### Floorplan with the power grid, run 1

The bar under the picture is 20 um long. Pins as bars on the die edge.
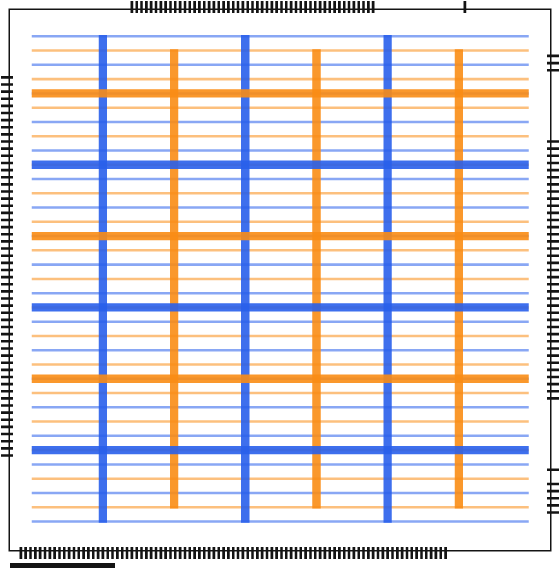
### Cell classes on the final placement, run 1

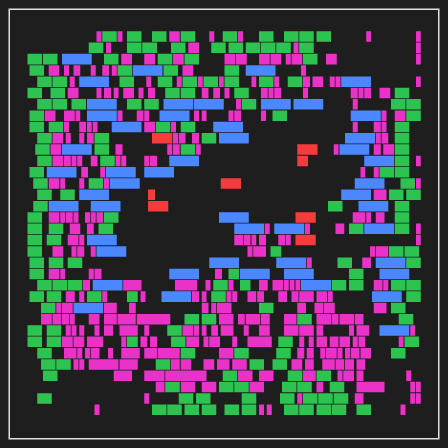
### Clock wires, drivers and flops, run 1

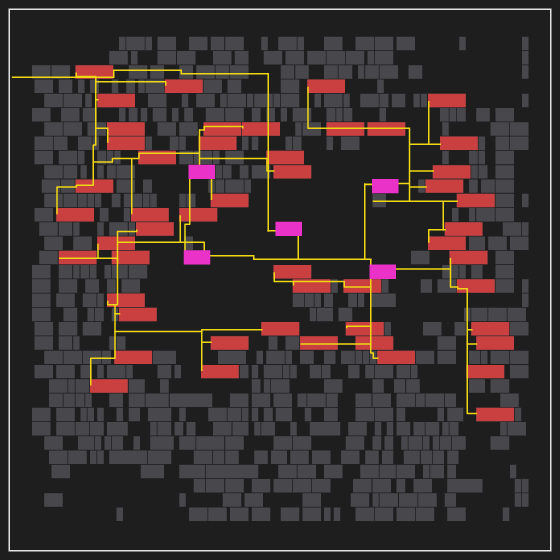
### Metal layers overlaid, run 1

The bar under the picture is 20 um long.
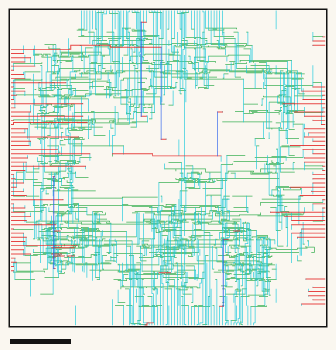
[config.mk]
export PLATFORM = sky130hd
export DESIGN_NAME = trap_ctrl
export DESIGN_NICKNAME = d
export VERILOG_FILES = /design/src/rtl/trap_pkg.sv /design/src/rtl/irq_sync.sv /design/src/rtl/trap_ctrl.sv
export SDC_FILE = /design/constraint.sdc
export NUM_CORES = 1
export LEC_CHECK = 0
export ABC_AREA = 0
export CAP_MARGIN = 20
export CORE_MARGIN = 4
export CORE_UTILIZATION = 34
export DETAILED_ROUTE_END_ITERATION = 10
export PLACE_DENSITY = 0.82
export SYNTH_ARGS = -nofsm -noshare
export SYNTH_HDL_FRONTEND = slang
export SYNTH_SLANG_ARGS = --single-unit
[constraint.sdc]
create_clock -name clk -period 4.3 [get_ports clk]
set_clock_uncertainty 0.05 [all_clocks]
set_input_delay 0.645 -clock clk [delete_from_list [all_inputs] [get_ports clk]]
set_output_delay 0.645 -clock clk [all_outputs]
set_load 0.01 [all_outputs]
[src/rtl/trap_pkg.sv]
// Shared codes for the trap arbiter: CPU state encodings, privilege levels,
// cause codes, exc_vec/mip bit positions and the arbiter FSM states.
package trap_pkg;

   localparam logic [3:0] ST_IF0  = 4'b0000;
   localparam logic [3:0] ST_EX0  = 4'b0001;
   localparam logic [3:0] ST_MEM0 = 4'b0010;
   localparam logic [3:0] ST_WB   = 4'b0011;
   localparam logic [3:0] ST_EX1  = 4'b1001;
   localparam logic [3:0] ST_MEM1 = 4'b1010;
   localparam logic [3:0] ST_EXC  = 4'b1111;

   localparam logic [1:0] PRIV_U = 2'b00;
   localparam logic [1:0] PRIV_S = 2'b01;
   localparam logic [1:0] PRIV_M = 2'b11;

   localparam logic [4:0] EXC_IAM = 5'd0;
   localparam logic [4:0] EXC_IAF = 5'd1;
   localparam logic [4:0] EXC_II  = 5'd2;
   localparam logic [4:0] EXC_BK  = 5'd3;
   localparam logic [4:0] EXC_LAF = 5'd5;
   localparam logic [4:0] EXC_SAF = 5'd7;
   localparam logic [4:0] EXC_ECU = 5'd8;
   localparam logic [4:0] EXC_ECS = 5'd9;
   localparam logic [4:0] EXC_ECM = 5'd11;
   localparam logic [4:0] EXC_IPF = 5'd12;
   localparam logic [4:0] EXC_LPF = 5'd13;
   localparam logic [4:0] EXC_SPF = 5'd15;

   localparam logic [4:0] INT_SSI = 5'd1;
   localparam logic [4:0] INT_MSI = 5'd3;
   localparam logic [4:0] INT_STI = 5'd5;
   localparam logic [4:0] INT_MTI = 5'd7;
   localparam logic [4:0] INT_SEI = 5'd9;
   localparam logic [4:0] INT_MEI = 5'd11;

   // 32-bit cause values; interrupts carry bit 31.
   localparam logic [31:0] CAUSE_INT_FLAG = 32'h8000_0000;

   localparam logic [3:0] EB_LAF = 4'd0;
   localparam logic [3:0] EB_SAF = 4'd1;
   localparam logic [3:0] EB_LPF = 4'd2;
   localparam logic [3:0] EB_SPF = 4'd3;
   localparam logic [3:0] EB_BK  = 4'd4;
   localparam logic [3:0] EB_ECU = 4'd5;
   localparam logic [3:0] EB_ECS = 4'd6;
   localparam logic [3:0] EB_ECM = 4'd7;
   localparam logic [3:0] EB_IAM = 4'd8;
   localparam logic [3:0] EB_II  = 4'd9;
   localparam logic [3:0] EB_IAF = 4'd10;
   localparam logic [3:0] EB_IPF = 4'd11;

   localparam logic [2:0] IB_SSI = 3'd0;
   localparam logic [2:0] IB_MSI = 3'd1;
   localparam logic [2:0] IB_STI = 3'd2;
   localparam logic [2:0] IB_MTI = 3'd3;
   localparam logic [2:0] IB_SEI = 3'd4;
   localparam logic [2:0] IB_MEI = 3'd5;

   typedef enum logic [1:0] {
      S_IDLE = 2'd0,
      S_REQ  = 2'd1,
      S_TAKE = 2'd2
   } trap_state_e;

   function automatic logic [4:0] exc_code(input logic [3:0] idx);
      case (idx)
         EB_IPF:  exc_code = EXC_IPF;
         EB_IAF:  exc_code = EXC_IAF;
         EB_II:   exc_code = EXC_II;
         EB_IAM:  exc_code = EXC_IAM;
         EB_ECM:  exc_code = EXC_ECM;
         EB_ECS:  exc_code = EXC_ECS;
         EB_ECU:  exc_code = EXC_ECU;
         EB_BK:   exc_code = EXC_BK;
         EB_SPF:  exc_code = EXC_SPF;
         EB_LPF:  exc_code = EXC_LPF;
         EB_SAF:  exc_code = EXC_SAF;
         default: exc_code = EXC_LAF;
      endcase
   endfunction

   function automatic logic [4:0] irq_code(input logic [2:0] b);
      case (b)
         IB_MEI:  irq_code = INT_MEI;
         IB_SEI:  irq_code = INT_SEI;
         IB_MTI:  irq_code = INT_MTI;
         IB_STI:  irq_code = INT_STI;
         IB_MSI:  irq_code = INT_MSI;
         default: irq_code = INT_SSI;
      endcase
   endfunction

endpackage

[src/rtl/irq_sync.sv]
// One interrupt line: optional SYNC_STAGES-deep synchroniser (TRAP_IRQ_SYNC_EN)
// followed by change detection that emits a one-cycle mip update strobe.
module irq_sync
   import trap_pkg::*;
#(
   parameter int SYNC_STAGES = 2
) (
   input  logic clk,
   input  logic rst,
   input  logic line_i,
   output logic mip_in,
   output logic mip_wr
);

   if (SYNC_STAGES < 2) begin : g_bad_depth
      $error("irq_sync: SYNC_STAGES must be at least 2");
   end

   logic line_synced;
   logic in_q, in_d;
   logic wr_q, wr_d;

`ifdef TRAP_IRQ_SYNC_EN
   logic [SYNC_STAGES-1:0] sync_q, sync_d;

   always_comb begin
      sync_d = {sync_q[SYNC_STAGES-2:0], line_i};
   end

   always_ff @(posedge clk) begin
      if (!rst) sync_q <= '0;
      else      sync_q <= sync_d;
   end

   assign line_synced = sync_q[SYNC_STAGES-1];
`else
   assign line_synced = line_i;
`endif

   // in_q doubles as the last value reported to the CSR unit.
   always_comb begin
      wr_d = (line_synced != in_q);
      in_d = line_synced;
   end

   always_ff @(posedge clk) begin
      if (!rst) begin
         in_q <= 1'b0;
         wr_q <= 1'b0;
      end else begin
         in_q <= in_d;
         wr_q <= wr_d;
      end
   end

   assign mip_in = in_q;
   assign mip_wr = wr_q;

endmodule

[src/rtl/trap_ctrl.sv]
// Trap arbiter ahead of the CSR unit: exception/interrupt priority, delegation,
// trap handshake FSM and mip strobes. Optional line synchronisers: TRAP_IRQ_SYNC_EN.
module trap_ctrl
   import trap_pkg::*;
#(
   parameter int SYNC_STAGES = 2,
   parameter int XLEN        = 32
) (
   input  logic            clk,
   input  logic            rst,
   input  logic [3:0]      statu_cpu,
   input  logic [1:0]      msu,
   input  logic            mie_g,
   input  logic            sie_g,
   input  logic [5:0]      mie_bits,
   input  logic [5:0]      mip_bits,
   input  logic [XLEN-1:0] medeleg,
   input  logic [XLEN-1:0] mideleg,
   input  logic [11:0]     exc_vec,
   input  logic [XLEN-1:0] fault_addr,
   input  logic [XLEN-1:0] inst_word,
   input  logic            irq_m_ext,
   input  logic            irq_s_ext,
   input  logic            irq_m_tmr,
   input  logic            irq_m_sw,
   output logic            trap_req,
   output logic [1:0]      priv_d,
   output logic [XLEN-1:0] cause,
   output logic [XLEN-1:0] tval,
   output logic            meip_in,
   output logic            meip_wr,
   output logic            seip_in,
   output logic            seip_wr,
   output logic            mtip_in,
   output logic            mtip_wr,
   output logic            msip_in,
   output logic            msip_wr
);

   irq_sync #(.SYNC_STAGES(SYNC_STAGES)) u_sync_mei (
      .clk(clk), .rst(rst), .line_i(irq_m_ext), .mip_in(meip_in), .mip_wr(meip_wr));
   irq_sync #(.SYNC_STAGES(SYNC_STAGES)) u_sync_sei (
      .clk(clk), .rst(rst), .line_i(irq_s_ext), .mip_in(seip_in), .mip_wr(seip_wr));
   irq_sync #(.SYNC_STAGES(SYNC_STAGES)) u_sync_mti (
      .clk(clk), .rst(rst), .line_i(irq_m_tmr), .mip_in(mtip_in), .mip_wr(mtip_wr));
   irq_sync #(.SYNC_STAGES(SYNC_STAGES)) u_sync_msi (
      .clk(clk), .rst(rst), .line_i(irq_m_sw), .mip_in(msip_in), .mip_wr(msip_wr));

   logic            exc_stage_ok;
   logic            exc_hit;
   logic [3:0]      exc_idx;
   logic [4:0]      exc_cd;
   logic [XLEN-1:0] exc_tval;
   logic [1:0]      exc_priv;

   // Later (higher) set bits overwrite earlier ones, so the MSB wins.
   always_comb begin
      exc_stage_ok = (statu_cpu == ST_IF0)  || (statu_cpu == ST_EX0) ||
                     (statu_cpu == ST_EX1)  || (statu_cpu == ST_MEM0) ||
                     (statu_cpu == ST_MEM1);
      exc_hit = 1'b0;
      exc_idx = EB_LAF;
      for (int i = 0; i < 12; i++) begin
         if (exc_vec[i]) begin
            exc_hit = 1'b1;
            exc_idx = 4'(i);
         end
      end
      exc_cd = exc_code(exc_idx);
      case (exc_idx)
         EB_II:                       exc_tval = inst_word;
         EB_ECM, EB_ECS, EB_ECU, EB_BK: exc_tval = '0;
         default:                     exc_tval = fault_addr;
      endcase
      exc_priv = (medeleg[exc_cd] && (msu != PRIV_M)) ? PRIV_S : PRIV_M;
   end

   logic [5:0] irq_pend;
   logic [5:0] irq_ok;
   logic [5:0] irq_m_tgt;
   logic       irq_hit;
   logic [2:0] irq_sel;
   logic [4:0] irq_cd;
   logic [1:0] irq_priv;

   always_comb begin
      irq_pend  = mip_bits & mie_bits;
      irq_ok    = '0;
      irq_m_tgt = '0;
      for (int b = 0; b < 6; b++) begin
         irq_m_tgt[b] = !mideleg[irq_code(3'(b))] || (msu == PRIV_M);
         if (irq_m_tgt[b])
            irq_ok[b] = irq_pend[b] && ((msu != PRIV_M) || mie_g);
         else
            irq_ok[b] = irq_pend[b] && ((msu == PRIV_U) || ((msu == PRIV_S) && sie_g));
      end
      irq_hit = 1'b1;
      irq_sel = IB_MEI;
      if (irq_ok[IB_MEI])      irq_sel = IB_MEI;
      else if (irq_ok[IB_MSI]) irq_sel = IB_MSI;
      else if (irq_ok[IB_MTI]) irq_sel = IB_MTI;
      else if (irq_ok[IB_SEI]) irq_sel = IB_SEI;
      else if (irq_ok[IB_SSI]) irq_sel = IB_SSI;
      else if (irq_ok[IB_STI]) irq_sel = IB_STI;
      else                     irq_hit = 1'b0;
      irq_cd   = irq_code(irq_sel);
      irq_priv = irq_m_tgt[irq_sel] ? PRIV_M : PRIV_S;
   end

   trap_state_e     state_q, state_d;
   logic            trap_req_q, trap_req_d;
   logic [1:0]      trap_priv_q, trap_priv_d;
   logic [XLEN-1:0] cause_q, cause_d;
   logic [XLEN-1:0] tval_q, tval_d;

   // Captured values stay frozen outside IDLE; nothing arriving meanwhile is queued.
   always_comb begin
      state_d     = state_q;
      trap_req_d  = trap_req_q;
      trap_priv_d = trap_priv_q;
      cause_d     = cause_q;
      tval_d      = tval_q;
      case (state_q)
         S_IDLE: begin
            if (exc_stage_ok && exc_hit) begin
               state_d     = S_REQ;
               trap_req_d  = 1'b1;
               trap_priv_d = exc_priv;
               cause_d     = {{(XLEN-5){1'b0}}, exc_cd};
               tval_d      = exc_tval;
            end else if ((statu_cpu == ST_IF0) && irq_hit) begin
               state_d     = S_REQ;
               trap_req_d  = 1'b1;
               trap_priv_d = irq_priv;
               cause_d     = {1'b1, {(XLEN-6){1'b0}}, irq_cd};
               tval_d      = '0;
            end
         end
         S_REQ: begin
            if (statu_cpu == ST_EXC) begin
               state_d    = S_TAKE;
               trap_req_d = 1'b0;
            end
         end
         S_TAKE: begin
            if (statu_cpu != ST_EXC) state_d = S_IDLE;
         end
         default: begin
            state_d    = S_IDLE;
            trap_req_d = 1'b0;
         end
      endcase
   end

   always_ff @(posedge clk) begin
      if (!rst) begin
         state_q     <= S_IDLE;
         trap_req_q  <= 1'b0;
         trap_priv_q <= PRIV_U;
         cause_q     <= '0;
         tval_q      <= '0;
      end else begin
         state_q     <= state_d;
         trap_req_q  <= trap_req_d;
         trap_priv_q <= trap_priv_d;
         cause_q     <= cause_d;
         tval_q      <= tval_d;
      end
   end

   assign trap_req = trap_req_q;
   assign priv_d   = trap_priv_q;
   assign cause    = cause_q;
   assign tval     = tval_q;

endmodule

==> results_dict.tcl, run 1 <==
# metrics dict for downstream scripts
set metrics [dict create \
    clkTransAtPathRegs_ps 90 \
    outcome "completed" \
    dpl.cell_count 648 \
    place_ws_ps 235 \
    cp-startpoint "exc_vec[1]" \
    setup_tns_ps 0 \
    max-vdd-ir-drop_mv 0.139 \
    yosys.area.top_type "dfxtp_1" \
    layout-drive-gt1-share_pct 5.47 \
    synth_flops 50 \
    worstMarginPinSlew_ps 584 \
    ys_types 64 \
    first_iter_violations 112 \
    avgSynthCellArea_um2 7.92 \
    slew_headroom_pct 60.3 \
    startpoint_type "primary input" \
    firstDrtPassIters 4 \
    ff_type "dfxtp_1" \
    wl_per_cell_um 14.2 \
    p_leak_nw 1.93 \
    h-tree-depth 2 \
    cts_sinks 50 \
    chipWidth_um 103 \
    top_cells_by_count "94 x nor2_1, 50 x dfxtp_1, 39 x a21oi_1" \
    warnings 72 \
    synth_cells 387 \
    yosysChipArea_um2 3060 \
    path_class "in -> reg" \
    critical_path_required_ps 4490 \
    vias 3267 \
    timing.critical_path.to_type "flop" \
    grt_pass1_vias 3238 \
    critPathBufInv 1 \
    antenna_left 0 \
    ctsResizeCount 0 \
    antenna_found_initial 0 \
    ys.warnings.count 0 \
    vias_per_cell 4.98 \
    clock.fmax_mhz 265 \
    core_um2 8760 \
    cp_common_cell "nor2_1" \
    cp.arrival_ps 3960 \
    min_period_ps 3770 \
    grt-ovfl-total 0 \
    edf_count 0 \
    num_io_pins 241 \
    globalRouteTotalUtil_pct 16.7 \
    powerDensity_nw_per_um2 251 \
    setup_viol 0 \
    post_cts_buffers 0 \
    cts.root.buffer_cell "clkbuf_8" \
    worstHoldStart "trap_req" \
    slowest_delay_ps 500 \
    cap_violations 0 \
    maxSlewViolCount 0 \
    most_common_cell "nor2_1" \
    std_cell_rows 34 \
    postCtsHoldBufs 0 \
    grt_start_max_net_pins 36 \
    hold_viol_final 0 \
    initial_core_util_pct 35.0 \
    crit_fanout 11 \
    hp-class "reg -> reg" \
    area_leaders "dfxtp_1 33%, nor2_1 12%, a22oi_1 7.8%" \
    die_y_um 103 \
    drt-total-wl_mm 9.31 \
    final_cells 656 \
    cpLargestDelayFamily "AND-OR/OR-AND gates" \
    hpwl_mm 7.55 \
    syn_area_um2 3060 \
    tritoncts "yes" \
    top_cell_area_share_pct 32.7 \
    ys_seq_share_pct 32.7 \
    grt_pass1_wl_mm 14.4 \
    path_cells "clkdlybuf4s50_1 -> nor2b_1 -> o21bai_1 -> a21oi_1 -> nor2_1 -> nor2_1 -> nor2_1 -> nor2_1 -> or2_2 -> ha_1 -> o41ai_1 -> mux2i_4 -> nor2b_1 -> a2111oi_2 -> a211oi_1 -> a211o_1 -> a41oi_2 -> o311a_1" \
    fin_crit_sh_pct 87.7 \
    drc 0 \
    die_area_um2 10600 \
    nNetsFinal 718 \
    cp_slowest_cell "mux2i_4" \
    n_antenna_cell 0 \
    timing.rr.start "state_q[0]" \
    ys_cells 387 \
]
-- 'Floorplan with the power grid' (at the start) --
Key: orange = VDD; blue = VSS
6 straps on met4. The core has 34 rows. 35 met1 rails follow the rows. 6 straps on met5.

-- 'Cell classes on the final placement' (at the start) --
Key: green = remaining buffers and delay cells [cells 176]; magenta = remaining logic cells [cells 314]; red = clock drivers and dummy loads [cells 8]; blue = registers [cells 50]

-- 'Clock wires, drivers and flops' (at the start) --
Key: yellow = clock wires [length 611 um]; magenta = clock-net drivers [count 5]; red = flip-flops [count 50]
There are 6 routed clock nets.
clk_lat worst skew: 290 ps
Clk. pwr: 0.000280 W
clock network power share: 23.1%

-- 'Metal layers overlaid' (at the start) --
Key: red = M3 [wire length 776 um]; cyan = M2 [wire length 4,610 um]; blue = M4 [wire length 127 um]; green = M1 [wire length 3,800 um]

[run 1: report_power, final]
part	switching (W)	leakage (nW)	internal, W
combinational	0.000187	1.47	0.000234
sequential	0.0000164	0.410	0.000495
clock	0.000151	0.0472	0.000130
total	0.000355	1.93	0.000859
[run 1: layer usage]
metal  up-vias  global-route usage [%]  wire length [um]
met2       127                    29.6              4610
li1       1629                       -                 -
met4         0                    4.58               126
met3        10                    4.94               776
met5         -                       0                 0
met1      1501                    19.6              3800
[run 1: layout by cell type, fill, tap and decap left out, types with 3 or more instances in the layout]
master / netlist / layout
dfxtp_1: 50 / 50
buf_4: 27 / 5
a22oi_1: 32 / 32
a211oi_1: 4 / 4
and2_1: 5 / 5
xnor2_1: 4 / 4
ha_1: 5 / 5
inv_1: 4 / 4
a211o_1: 3 / 3
mux2i_1: 10 / 10
o21a_1: 4 / 4
clkdlybuf4s50_1: 0 / 171
clkbuf_8: 0 / 6
nand2_1: 15 / 15
or2_2: 3 / 3
a21oi_1: 39 / 39
conb_1: 1 / 27
nor3_1: 5 / 5
nor2b_1: 6 / 6
nor2_1: 94 / 93
o21ai_0: 7 / 7
[run 1: per-stage QoR]
step	area, um2	total power, W	hold WS, ps	utilization [%]
6_report	4830	0.00121	415	55.1
5_1_grt	4830	0.00129	453	55.1
4_1_cts	4830	0.00123	420	55.1
3_5_place_dp	4730	0.000944	407	54.0
3_3_place_gp	4730	0.000935	392	54.0
2_1_floorplan	3160	0.000744	420	-
[run 1: cell families after synthesis]
kind of cell	after synthesis	synth area share [%]
multiplexers	11	4.00
AND-OR/OR-AND	112	26.0
adder cells (fa/ha/maj)	5	2.04
AND/OR/NAND/NOR	149	22.7
flip-flops	50	32.7
XOR/XNOR	5	1.43
other	1	0.122
buffers and inverters	54	11.1
[run 1: cell type report]
class	instances	area (um2)
inverter	5	18.8
clock buffer	6	82.6
multi-input combinational	309	1830
fill	810	3940
tap	108	135
sequential	50	1000
clock inverter	2	12.5
timing repair buffer	176	1750
[run 1: sequential cells by signal (all words and copies together) (netlist names), 2 cells and up]
| signal | cells |
|---|---|
| tval | 32 |
| priv_d | 2 |
| state_q | 2 |
| cause | 5 |
[run 1: worst register-to-register path, stage by stage, from the launching register on]
cell,delay [ps]
dfxtp_1,340
nor2_1,220
nand3_1,150
a31oi_1,360
nor2_2,130
buf_4,270
a21oi_1,210
nor2_1,50
[run 1: path summary, 6_finish.rpt]
check              end  slack (ps)  depth (start not counted)
max          priv_d[1]         530                         18
min           trap_req         420                          2
max reg2reg   tval[27]        2400                          7
min reg2reg   trap_req         420                          2
## Run 2: what changed since run 1
--- a/config.mk
+++ b/config.mk
@@ -9,6 +9,7 @@
 export CAP_MARGIN = 20
 export CORE_MARGIN = 4
 export CORE_UTILIZATION = 34
+export CTS_BUF_LIST = sky130_fd_sc_hd__clkbuf_2 sky130_fd_sc_hd__clkbuf_4 sky130_fd_sc_hd__clkbuf_8
 export DETAILED_ROUTE_END_ITERATION = 10
 export PLACE_DENSITY = 0.82
 export SYNTH_ARGS = -nofsm -noshare
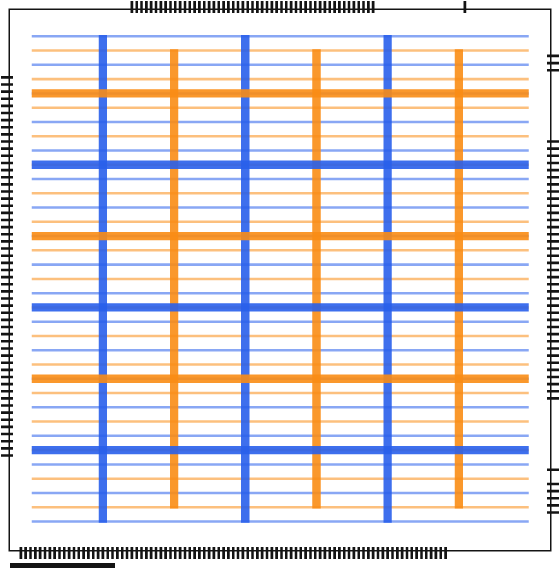
*Floorplan with the power grid, run 2*
The bar under the picture is 20 um long. Pins as bars on the die edge.
Key: orange = VDD; blue = VSS
6 straps on met4. 35 met1 rails follow the rows.

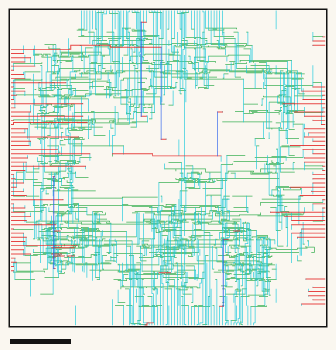
*Metal layers overlaid, run 2*
The bar under the picture is 20 um long.
Key: red = M3 [wire length 776 um]; blue = M4 [wire length 127 um]; cyan = M2 [wire length 4,610 um]; green = M1 [wire length 3,800 um]
wirelength, routed: 9.31 mm
Total GRT Usage: 16.7%
via count: 3,267
routed length per instance: 14.2 um

==> run 2 against run 1 <==
Sequential power about the same. Total power unchanged. Utilization unchanged. Fmax unchanged. Sequential share of layout area unchanged. Register-to-register slack about the same. Combinational power about the same. Critical path depth unchanged. Worst hold slack unchanged. Non-clock buffer count unchanged. Critical path type unchanged.
==> results_dict.tcl, run 2 <==
# metrics dict for downstream scripts
set metrics [dict create \
    chipWidth_um 103 \
    layout-drive-gt1-share_pct 5.47 \
    p_clk_share_pct 23.1 \
    crit_fanout 11 \
    n_antenna_cell 0 \
    firstDrtPassIters 4 \
    core_um2 8760 \
    largest_reg_flops 32 \
    antenna_found_initial 0 \
    switching_power_w 0.000355 \
    cp-startpoint "exc_vec[1]" \
    grt_pass1_wl_mm 14.4 \
    first_iter_violations 112 \
    powerDensity_nw_per_um2 251 \
    drc 0 \
    antenna_left 0 \
    cts.root.buffer_cell "clkbuf_8" \
    cp.arrival_ps 3960 \
    p_comb_share_pct 34.7 \
    hp-class "reg -> reg" \
    post_cts_buffers 0 \
    grt-ovfl-total 0 \
    dpl.cell_count 648 \
    hpwl_mm 7.55 \
    outcome "completed" \
    ys.warnings.count 0 \
    yosysChipArea_um2 3060 \
    ff_type "dfxtp_1" \
    max-vdd-ir-drop_mv 0.139 \
    die_y_um 103 \
    p_leak_nw 1.93 \
    std_cell_rows 34 \
    power.total_w 0.00121 \
    place_ws_ps 235 \
    edf_count 0 \
    min_period_ps 3770 \
    die_area_um2 10600 \
    crit_end "priv_d[1]" \
    routabilityCongestion 0.873 \
    r2r_setup_slack_ps 2400 \
    avgSynthCellArea_um2 7.92 \
    fillers 810 \
    final_cells 656 \
    num_io_pins 241 \
    most_common_cell "nor2_1" \
    startpoint_type "primary input" \
    lay_top_count "clkdlybuf4s50_1" \
    clk_latency_ps 290 \
    cap_violations 0 \
    ys_cells 387 \
    final_cell_mix "171 x clkdlybuf4s50_1, 93 x nor2_1, 50 x dfxtp_1" \
    top_cell_area_share_pct 32.7 \
    p_int_w 0.000859 \
    nNetsFinal 718 \
    worstMarginPinSlew_ps 584 \
    setup_viol 0 \
    tritoncts "yes" \
    area_leaders "dfxtp_1 33%, nor2_1 12%, a22oi_1 7.8%" \
    syn_area_um2 3060 \
    h-tree-depth 2 \
    synth_cells 387 \
    fin_crit_sh_pct 87.7 \
    grt_start_max_net_pins 36 \
    hold_viol_final 0 \
    worstRegToRegCells 7 \
    r2r-end "tval[27]" \
    path_class "in -> reg" \
    maxSlewViolCount 0 \
    clkTransAtPathRegs_ps 90 \
    warnings 72 \
    postCtsHoldBufs 0 \
    timing.rr.start "state_q[0]" \
    vias_per_cell 4.98 \
    synth_flops 50 \
    cts_sinks 50 \
    timing.critical_path.to_type "flop" \
    grt_pass1_vias 3238 \
    clock.fmax_mhz 265 \
    initial_core_util_pct 35.0 \
    yosys.area.top_type "dfxtp_1" \
    p_sw_share_pct 29.2 \
    ys_types 64 \
    top_cells_by_count "94 x nor2_1, 50 x dfxtp_1, 39 x a21oi_1" \
]
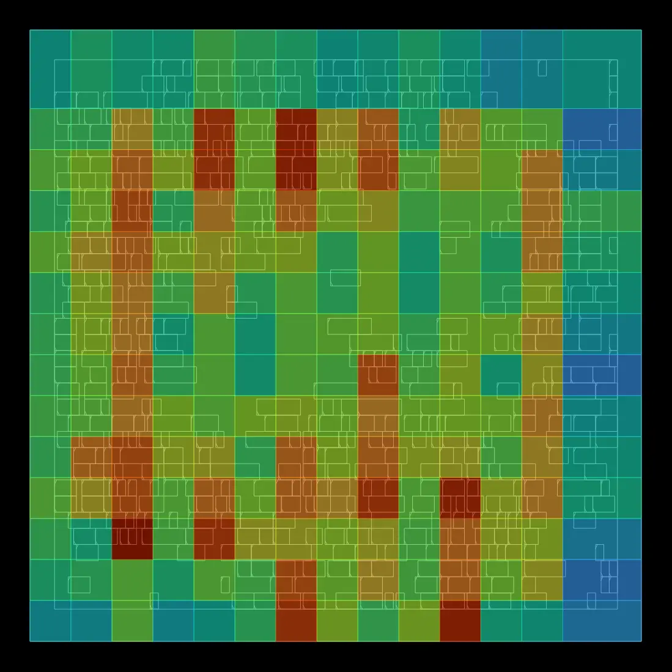
*Routing congestion, run 2*
Finished Core Util: 55.1%
grt peak-use layer: met2

-- run 2: routing by layer --
layer,vias up,global-route usage (%),wire (um)
met1,1501,19.6,3800
met3,10,4.94,776
met4,0,4.58,126
met5,-,0,0
li1,1629,-,-
met2,127,29.6,4610
-- run 2: area by class of cell --
| type | instances | area, um2 | area share (%) |
|---|---|---|---|
| Multi-Input combinational cell | 309 | 1830 | 37.9 |
| Timing Repair Buffer | 176 | 1750 | 36.2 |
| Sequential cell | 50 | 1000 | 20.7 |
| Tap cell | 108 | 135 | 2.80 |
| Clock buffer | 6 | 82.6 | 1.71 |
| Inverter | 5 | 18.8 | 0.389 |
| Clock inverter | 2 | 12.5 | 0.259 |
-- run 2: power by group through the flow --
stage / Sequential, W / Clock [W] / Combinational (W)
floorplan: 0.000536 / 0 / 0.000208
global placement: 0.000520 / 0 / 0.000415
detailed placement: 0.000522 / 0 / 0.000422
CTS: 0.000512 / 0.000294 / 0.000424
global route: 0.000516 / 0.000313 / 0.000462
finish: 0.000512 / 0.000280 / 0.000421
-- run 2: cell families (layout without fill, tap and decap cells) --
group	Yosys count	after routing	synth area share [%]
compound gates	112	112	26.0
xor+xnor	5	5	1.43
fa+ha+maj	5	5	2.04
buf+inv	54	189	11.1
flops	50	50	32.7
mux	11	11	4.00
other cells	1	27	0.122
simple gates	149	149	22.7
-- run 2: worst min-delay path by stage --
stage | start | to | slack, ps | cells past startpoint
finish | trap_req | trap_req | 420 | 2
floorplan | state_q[0] | state_q[0] | 420 | 2
global placement | cause[3] | cause[3] | 390 | 2
detailed placement | trap_req | trap_req | 410 | 2
global route | cause[1] | cause[1] | 450 | 2
CTS | trap_req | trap_req | 420 | 2
-- run 2: through the flow --
step | hold WS, ps | area [um2] | util, %
finish | 415 | 4830 | 55.1
global route | 453 | 4830 | 55.1
CTS | 420 | 4830 | 55.1
detailed placement | 407 | 4730 | 54.0
global placement | 392 | 4730 | 54.0
floorplan | 420 | 3160 | -
-- run 2: worst max-delay path: stages --
cell             delay, ps
clkdlybuf4s50_1        480
nor2b_1                190
o21bai_1                80
a21oi_1                140
nor2_1                  50
nor2_1                 100
nor2_1                  50
nor2_1                 110
or2_2                  140
ha_1                   220
o41ai_1                140
mux2i_4                500
nor2b_1                120
a2111oi_2              240
a211oi_1               100
a211o_1                310
a41oi_2                180
o311a_1                180
### Clock wires, drivers and flops, run 2

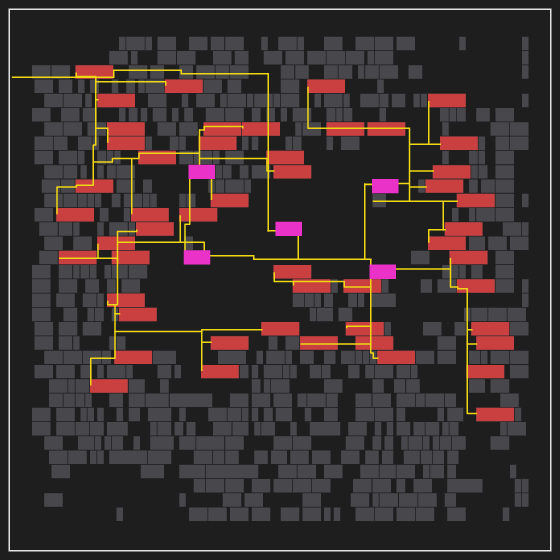

## Run 3: what changed since run 2
--- a/config.mk
+++ b/config.mk
@@ -7,11 +7,11 @@
 export LEC_CHECK = 0
 export ABC_AREA = 0
 export CAP_MARGIN = 20
-export CORE_MARGIN = 4
+export CORE_MARGIN = 8
 export CORE_UTILIZATION = 34
 export CTS_BUF_LIST = sky130_fd_sc_hd__clkbuf_2 sky130_fd_sc_hd__clkbuf_4 sky130_fd_sc_hd__clkbuf_8
 export DETAILED_ROUTE_END_ITERATION = 10
-export PLACE_DENSITY = 0.82
+export PLACE_DENSITY = 0.8
 export SYNTH_ARGS = -nofsm -noshare
 export SYNTH_HDL_FRONTEND = slang
 export SYNTH_SLANG_ARGS = --single-unit
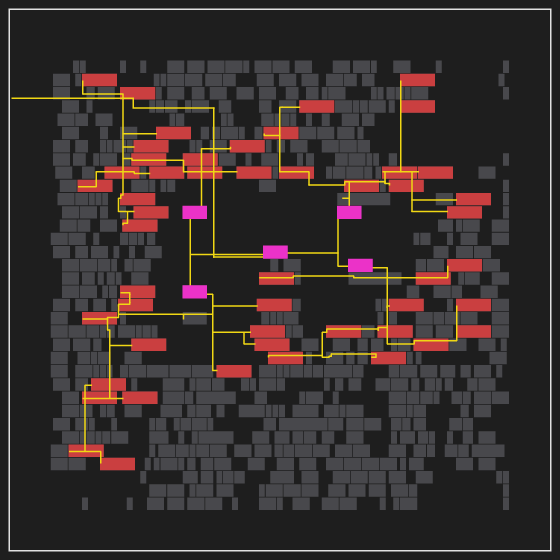
*Clock wires, drivers and flops, run 3*
Key: yellow = clock wires [length 633 um]; magenta = clock-net drivers [count 5]; red = flip-flops [count 50]
There are 6 routed clock nets.
Clk. pwr: 0.000401 W
clock network power share: 30.0%

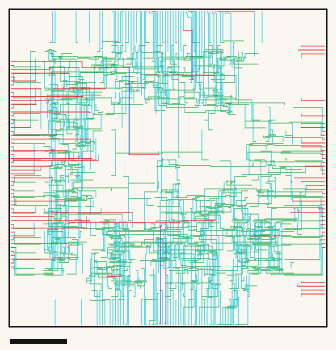
*Metal layers overlaid, run 3*
The bar under the picture is 20 um long.
Key: blue = M4 [wire length 110 um]; green = M1 [wire length 4,000 um]; cyan = M2 [wire length 5,090 um]; red = M3 [wire length 873 um]
wirelength, routed: 10.1 mm
Total GRT Usage: 15.4%

==> run 3 against run 2 <==
Register-to-register slack about the same. Global-route usage down 1.3 points. Critical path depth down 5. Area after synthesis unchanged. Design area up 0.83%. Worst setup slack worse by 2.5 ps. Sequential share of layout area down 0.17 points. Clock-buffer cell count unchanged. Fmax about the same. Synthesized cell count unchanged. First-iteration DRC count up 15%. Largest cell class unchanged. Highest routed layer unchanged.
==> results_dict.tcl, run 3 <==
# metrics dict for downstream scripts
set metrics [dict create \
    initial_core_util_pct 35.1 \
    first_iter_violations 129 \
    cts.root.buffer_cell "clkbuf_8" \
    multiInputGateArea_um2 1830 \
    top_cell_area_share_pct 32.7 \
    cp.arrival_ps 3960 \
    num_io_pins 241 \
    routabilityCongestion 0.862 \
    h-tree-depth 2 \
    max-vdd-ir-drop_mv 0.176 \
    die_y_um 111 \
    layout-drive-gt1-share_pct 5.30 \
    core_um2 8720 \
    fin_util_pct 55.8 \
    lay_top_count "clkdlybuf4s50_1" \
    drc 0 \
    cp-startpoint "exc_vec[3]" \
    crit_fanout 11 \
    edf_count 0 \
    startpoint_type "primary input" \
    synth_flops 50 \
    ys_seq_share_pct 32.7 \
    vias 3229 \
    cts_sinks 50 \
    chipWidth_um 111 \
    tritoncts "yes" \
    clkTransAtPathRegs_ps 90 \
    largest_reg_flops 32 \
    firstDrtPassIters 4 \
    fillers 785 \
    ctsResizeCount 0 \
    outcome "completed" \
    postCtsHoldBufs 0 \
    fin_crit_sh_pct 87.7 \
    path_cells "clkdlybuf4s50_1 -> nor2_1 -> o31a_1 -> o31ai_1 -> inv_1 -> ha_1 -> o41ai_1 -> mux2i_4 -> a2111oi_2 -> a211oi_1 -> a211o_1 -> a41oi_2 -> o311a_1" \
    final_cell_mix "171 x clkdlybuf4s50_1, 93 x nor2_1, 50 x dfxtp_1" \
    worstMarginPinSlew_ps 619 \
    synth_cells 387 \
    warnings 72 \
    post_cts_buffers 0 \
    avgSynthCellArea_um2 7.92 \
    grt_pass1_wl_mm 16.1 \
    clock.fmax_mhz 265 \
    p_leak_nw 1.95 \
]
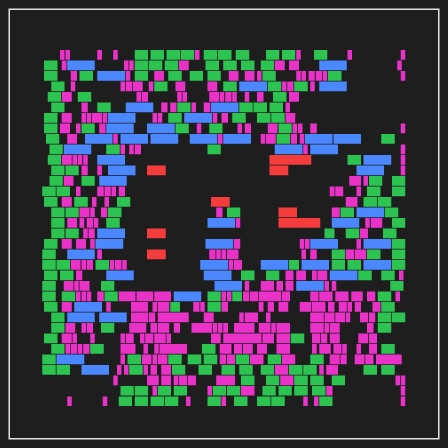
*Cell classes on the final placement, run 3*
Rows: 34
sequential share of cell area: 20.6%

## run 3: cell counts after synthesis
No cell type changed its count.
## run 3: power by group
| group | internal [W] | switching [W] |
|---|---|---|
| Clock | 0.000248 | 0.000153 |
| Sequential | 0.000495 | 0.0000162 |
| Combinational | 0.000234 | 0.000189 |
| Total | 0.000977 | 0.000358 |
## run 3: cell families after synthesis
logic type / Yosys count / share of synthesized area, %
other: 1 / 0.122
xor gates and xnor gates: 5 / 1.43
muxes: 11 / 4.00
adders and majority gates: 5 / 2.04
and+or+nand+nor: 149 / 22.7
DFF: 50 / 32.7
buffers and inverters: 54 / 11.1
AOI/OAI and AO/OA: 112 / 26.0
## run 3: worst paths after layout
kind                     to  slack [ps]  cells past startpoint
setup / recovery  priv_d[1]         530                     13
hold / removal     cause[3]         410                      2
setup reg to reg  priv_d[1]        2400                      6
hold reg to reg    cause[3]         410                      2
## run 3: critical path, delay by kind of cell
kind / cells / cell delay (ps)
buf+inv: 2 / 690
fa+ha+maj: 1 / 280
mux: 1 / 300
compound gates: 8 / 1980
simple gates: 1 / 60
## run 3: metrics by stage
step           hold slack (ps)  setup WS (ps)  area (um2)  instances
5_1_grt                    447            340        4870        655
3_5_place_dp               396            280        4730        647
3_3_place_gp               390            311        4730        647
4_1_cts                    410            578        4870        655
2_1_floorplan              420           1100        3160        413
6_report                   408            527        4870        655
## run 3: layout make-up
cell class / count / share of cell area (%)
Timing Repair Buffer: 175 / 35.8
Inverter: 5 / 0.386
Multi-Input combinational cell: 309 / 37.6
Clock buffer: 6 / 1.70
Clock inverter: 2 / 1.23
Tap cell: 108 / 2.78
Sequential cell: 50 / 20.6
## run 3: per-layer routing
metal	GRT usage (%)	wire length [um]	part of all wire [%]
met1	16.7	4000	40
met2	27.6	5090	51
met3	6.06	873	8.7
met4	3.24	109	1.1
met5	0	0	0
Power figures rest on the tool's default switching activity, not on a simulated workload.
